class_map.png
Bar = 50 um.
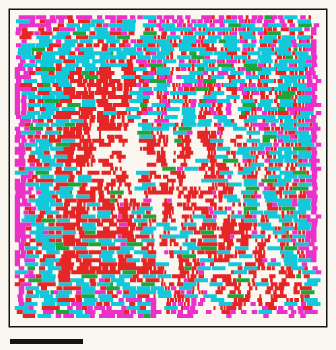
route_heat.png
Bar = 50 um. 22 x 22 tiles, from dark purple (low) to yellow (high), scaled to the fullest tile. Values are wire area over tile area, all layers added.
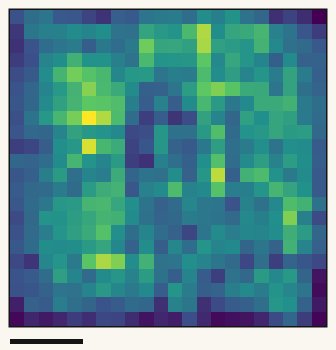
===== src/rtl/sort_sequencer.sv =====
// sort_sequencer -- built-in self-test initiator for the sorter blocks.
//
// Generates a pseudo-random array (element k = ((k+1)*Mult) mod MODULUS),
// hands it to a sorter with a Start pulse, waits for Done, then serially
// checks the returned array for ascending order and an element-sum match.
// Finally it releases the sorter with Ack and reports Pass/Fail.
//
// Ports:
//   Clk, Reset    clock (rising edge), asynchronous active-low reset
//   Go            one-cycle run request, honoured only when idle
//   Mult, Width   generator multiplier and element count, sampled on Go
//   Ain           generated array, element k at [k*W +: W]
//   Start         one-cycle start pulse to the sorter
//   Aout, Done    sorted array and level completion flag from the sorter
//   Ack           one-cycle release pulse to the sorter
//   Busy          run in progress
//   Pass, Fail    result flags, held until the next accepted Go
//   ErrCode       0 none, 1 bad width, 2 order, 3 checksum, 4 timeout
//   ErrIdx        first k with Aout[k] > Aout[k+1]
//   Cycles        Start-to-Done cycle count, saturating
//   DbgState      current FSM state encoding
//
// Sorter handshake: Start is a single-cycle pulse once Ain is stable. The
// sorter raises Done (a level) when Aout is valid; Aout is captured on the
// first WAIT cycle with Done high. After checking, Ack pulses for one cycle
// to let the sorter drop Done. A timeout or a reset skips Ack entirely.
module sort_sequencer #(
    parameter int N       = 30,
    parameter int W       = 7,
    parameter int MODULUS = 113,
    parameter int TIMEOUT = 65535
) (
    input  logic           Clk,
    input  logic           Reset,
    input  logic           Go,
    input  logic [W-1:0]   Mult,
    input  logic [4:0]     Width,
    output logic [N*W-1:0] Ain,
    output logic           Start,
    input  logic [N*W-1:0] Aout,
    input  logic           Done,
    output logic           Ack,
    output logic           Busy,
    output logic           Pass,
    output logic           Fail,
    output logic [2:0]     ErrCode,
    output logic [4:0]     ErrIdx,
    output logic [15:0]    Cycles,
    output logic [2:0]     DbgState
);

    typedef enum logic [2:0] {
        S_IDLE, S_GEN, S_START, S_WAIT, S_CHECK, S_ACK, S_REPORT
    } state_t;

    localparam int          SW    = 12;
    localparam logic [4:0]  N5    = N[4:0];
    localparam logic [W:0]  MOD_X = MODULUS[W:0];
    localparam logic [16:0] TO_X  = TIMEOUT[16:0];

    state_t          state_q, state_d;
    logic [4:0]      width_q, width_d;
    logic [W-1:0]    mult_q, mult_d;
    logic [W-1:0]    acc_q, acc_d;
    logic [4:0]      k_q, k_d;
    logic [SW-1:0]   in_sum_q, in_sum_d;
    logic [SW-1:0]   out_sum_q, out_sum_d;
    logic [N*W-1:0]  ain_q, ain_d;
    logic [N*W-1:0]  cap_q, cap_d;
    logic            busy_q, busy_d;
    logic            pass_q, pass_d;
    logic            fail_q, fail_d;
    logic [2:0]      err_q, err_d;
    logic [4:0]      idx_q, idx_d;
    logic [15:0]     cyc_q, cyc_d;

    logic [W:0]      acc_sum, acc_wrap;
    logic [W-1:0]    acc_nxt;
    logic [15:0]     cyc_inc;
    logic            k_last;
    logic [4:0]      k_nxt;
    logic [W-1:0]    cur_el, nxt_el;
    logic [SW-1:0]   osum_nxt;

    always_ff @(posedge Clk or negedge Reset) begin
        if (!Reset) begin
            state_q   <= S_IDLE;
            width_q   <= '0;
            mult_q    <= '0;
            acc_q     <= '0;
            k_q       <= '0;
            in_sum_q  <= '0;
            out_sum_q <= '0;
            ain_q     <= '0;
            cap_q     <= '0;
            busy_q    <= 1'b0;
            pass_q    <= 1'b0;
            fail_q    <= 1'b0;
            err_q     <= '0;
            idx_q     <= '0;
            cyc_q     <= '0;
        end else begin
            state_q   <= state_d;
            width_q   <= width_d;
            mult_q    <= mult_d;
            acc_q     <= acc_d;
            k_q       <= k_d;
            in_sum_q  <= in_sum_d;
            out_sum_q <= out_sum_d;
            ain_q     <= ain_d;
            cap_q     <= cap_d;
            busy_q    <= busy_d;
            pass_q    <= pass_d;
            fail_q    <= fail_d;
            err_q     <= err_d;
            idx_q     <= idx_d;
            cyc_q     <= cyc_d;
        end
    end

    always_comb begin
        state_d   = state_q;
        width_d   = width_q;
        mult_d    = mult_q;
        acc_d     = acc_q;
        k_d       = k_q;
        in_sum_d  = in_sum_q;
        out_sum_d = out_sum_q;
        ain_d     = ain_q;
        cap_d     = cap_q;
        busy_d    = busy_q;
        pass_d    = pass_q;
        fail_d    = fail_q;
        err_d     = err_q;
        idx_d     = idx_q;
        cyc_d     = cyc_q;

        // Incremental residue: both operands are already below MODULUS,
        // so a single conditional subtract keeps acc in range.
        acc_sum  = {1'b0, acc_q} + {1'b0, mult_q};
        acc_wrap = acc_sum - MOD_X;
        acc_nxt  = (acc_sum >= MOD_X) ? acc_wrap[W-1:0] : acc_sum[W-1:0];

        cyc_inc  = (cyc_q == 16'hFFFF) ? cyc_q : cyc_q + 16'd1;
        k_last   = (k_q == width_q - 5'd1);
        // Clamp the neighbour index so the top element never reads past
        // the array; that comparison is masked by k_last anyway.
        k_nxt    = (k_q == N5 - 5'd1) ? k_q : k_q + 5'd1;
        cur_el   = cap_q[k_q*W +: W];
        nxt_el   = cap_q[k_nxt*W +: W];
        osum_nxt = out_sum_q + {{(SW-W){1'b0}}, cur_el};

        case (state_q)
            S_IDLE: begin
                if (Go) begin
                    mult_d    = ({1'b0, Mult} >= MOD_X) ? Mult - MOD_X[W-1:0] : Mult;
                    width_d   = Width;
                    busy_d    = 1'b1;
                    pass_d    = 1'b0;
                    fail_d    = 1'b0;
                    err_d     = 3'd0;
                    idx_d     = 5'd0;
                    cyc_d     = 16'd0;
                    acc_d     = '0;
                    k_d       = 5'd0;
                    in_sum_d  = '0;
                    out_sum_d = '0;
                    ain_d     = '0;
                    if (Width == 5'd0 || Width > N5) begin
                        err_d   = 3'd1;
                        state_d = S_REPORT;
                    end else begin
                        state_d = S_GEN;
                    end
                end
            end
            S_GEN: begin
                ain_d[k_q*W +: W] = acc_nxt;
                acc_d    = acc_nxt;
                in_sum_d = in_sum_q + {{(SW-W){1'b0}}, acc_nxt};
                if (k_last) begin
                    k_d     = 5'd0;
                    state_d = S_START;
                end else begin
                    k_d = k_q + 5'd1;
                end
            end
            S_START: state_d = S_WAIT;
            S_WAIT: begin
                cyc_d = cyc_inc;
                if (Done) begin
                    cap_d   = Aout;
                    state_d = S_CHECK;
                end else if ({1'b0, cyc_inc} >= TO_X) begin
                    err_d   = 3'd4;
                    state_d = S_REPORT;
                end
            end
            S_CHECK: begin
                out_sum_d = osum_nxt;
                // Only the first violation is kept; scanning continues so
                // the output sum still covers every element.
                if (!k_last && (cur_el > nxt_el) && (err_q == 3'd0)) begin
                    err_d = 3'd2;
                    idx_d = k_q;
                end
                if (k_last) begin
                    if ((err_q == 3'd0) && (osum_nxt != in_sum_q)) begin
                        err_d = 3'd3;
                    end
                    k_d     = 5'd0;
                    state_d = S_ACK;
                end else begin
                    k_d = k_q + 5'd1;
                end
            end
            S_ACK: state_d = S_REPORT;
            S_REPORT: begin
                pass_d  = (err_q == 3'd0);
                fail_d  = (err_q != 3'd0);
                busy_d  = 1'b0;
                state_d = S_IDLE;
            end
            default: state_d = S_IDLE;
        endcase
    end

    assign Ain      = ain_q;
    assign Start    = (state_q == S_START);
    assign Ack      = (state_q == S_ACK);
    assign Busy     = busy_q;
    assign Pass     = pass_q;
    assign Fail     = fail_q;
    assign ErrCode  = err_q;
    assign ErrIdx   = idx_q;
    assign Cycles   = cyc_q;
    assign DbgState = state_q;

endmodule


===== config.mk =====
export PLATFORM = sky130hd
export DESIGN_NAME = sort_sequencer
export DESIGN_NICKNAME = d
export VERILOG_FILES = /design/src/rtl/sort_sequencer.sv
export SDC_FILE = /design/constraint.sdc
export NUM_CORES = 1
export LEC_CHECK = 0
export ABC_AREA = 0
export CAP_MARGIN = 30
export CORE_MARGIN = 3
export CORE_UTILIZATION = 57
export DETAILED_ROUTE_END_ITERATION = 16
export HOLD_SLACK_MARGIN = 0.12
export PLACE_DENSITY_LB_ADDON = 0.15
export SLEW_MARGIN = 25
export SYNTH_ARGS = -nofsm -noshare
export SYNTH_HDL_FRONTEND = slang
export SYNTH_SLANG_ARGS = --single-unit

===== constraint.sdc =====
create_clock -name Clk -period 9.3 [get_ports Clk]
set_input_delay 1.86 -clock Clk [delete_from_list [all_inputs] [get_ports Clk]]
set_output_delay 1.86 -clock Clk [all_outputs]
set_load 0.005 [all_outputs]

==> job_summary.md <==
### Metrics collected by this job

| Metric | Value |
|---|---|
| CP cell instances | `nand4_1 > xnor2_2 > buf_4 > mux4_2 > mux2_2 > a21oi_1 > o21ai_0 > ha_1 > nor2b_1 > o21a_1 > o21a_1 > o21a_1 > o21ai_0 > a2111o_1 > nor2_1 > mux2i_1` |
| Status | `finished, final reports clean` |
| CP Capture Point | `ErrIdx[4]$_DFFE_PN0P_` |
| Routed met3 length | `6.39 mm` |
| Cycle use final | `62.9%` |
| Floorplan core density | `58.0%` |
| Final setup vio count | `0` |
| Via Count | `20300` |
| Setup TNS | `0 ns` |
| Global-route track usage on met3 | `5.42%` |
| GR Layer Usage met2 | `54.4%` |
| Tool warnings | `36` |
| Crit start category | `flip-flop` |
| Initial antenna violation count | `3` |
| Final worst-path setup slack | `3.45 ns` |
| Critical R2R Capture | `ErrIdx[4]$_DFFE_PN0P_` |
| Biggest area cells | `dfrtp_1, mux2_2, mux4_2` |
| Worst hold path type | `reg2reg` |
| Top Layout Cells | `dfrtp_1, clkdlybuf4s50_1, mux2_2` |
| TritonCTS clock tree | `built` |
| Worst-case reg-to-reg path depth | `16` |
| Slowest stage delay, CP | `0.90 ns` |
| Met1 Track Usage GR | `44.1%` |
| Net Count, Synth | `2463` |
| Detailed Route Iter0 Violations | `2152` |
| IO Count | `468` |
| Die X-Extent | `216 um` |
| Register Area | `0.0125 mm2` |
| Setup bufs post-CTS | `0` |
| Antenna violation net count after detailed routing | `0` |
| Worst Hold Slack | `0.481 ns` |
| Layout cells sized above 1 | `18.8%` |
| Final std cells w/o fill | `3233` |
| Fmax | `171 MHz` |
| Synth cell count leaders | `dfrtp_1, mux2_2, nand3_1` |
| Post-cts sizing count | `0` |
| RSZ-0062 raised after global routing | `false` |
| Synth-to-Final Area Change | `28.3%` |
| Combinational Area | `0.0120 mm2` |
| Clock Latency Late Sink | `0.61 ns` |
| Pre-antenna DRT Iters | `6` |
| Chip area in the Yosys report | `0.0251 mm2` |
| Place WS | `3.16 ns` |
-- class_map.png (at the start) --
legend:
  cyan:
    class: registers
    cells: 498
    share_of_their_area: 40%
  magenta:
    class: remaining buffers and delay cells
    cells: 502
    share_of_their_area: 16%
  red:
    class: remaining logic cells
    cells: 1552
    share_of_their_area: 39%
  green:
    class: clock drivers and dummy loads
    cells: 94
    share_of_their_area: 5.9%
Final Core Density: 74.4%
final instance area: 0.0322 mm2
num rows: 76
Seq/total area: 38.7%
Core ar.: 0.0433 mm2

-- route_heat.png (at the start) --
fullest tile: 0.66
nearly empty tiles: 0.40%
mean over tiles: 0.28
tiles over half the peak: 30%

[final cells by class]
| class | instances | share of cell area (%) |
|---|---|---|
| timing repair buffer | 502 | 15.6 |
| clock inverter | 23 | 1.05 |
| clock buffer | 71 | 4.67 |
| tap | 585 | 2.27 |
| antenna | 2 | 0.0156 |
| inverter | 39 | 0.455 |
| sequential | 498 | 38.7 |
| multi-input combinational | 1513 | 37.2 |
[power breakdown]
part | total, mW | leakage, nW | switching (mW) | internal (mW)
clock network | 2.22 | 0.905 | 0.890 | 1.33
logic | 5.73 | 6.10 | 3.21 | 2.53
registers | 3.53 | 6.47 | 0.704 | 2.82
[cell families after synthesis]
group,synth area share [%]
AOI/OAI and AO/OA,10.9
muxes,21.0
xor gates and xnor gates,1.74
adders and majority gates,2.18
and+or+nand+nor,11.4
buffers and inverters,3.13
DFF,49.7
Power and IR drop assume default switching activity.
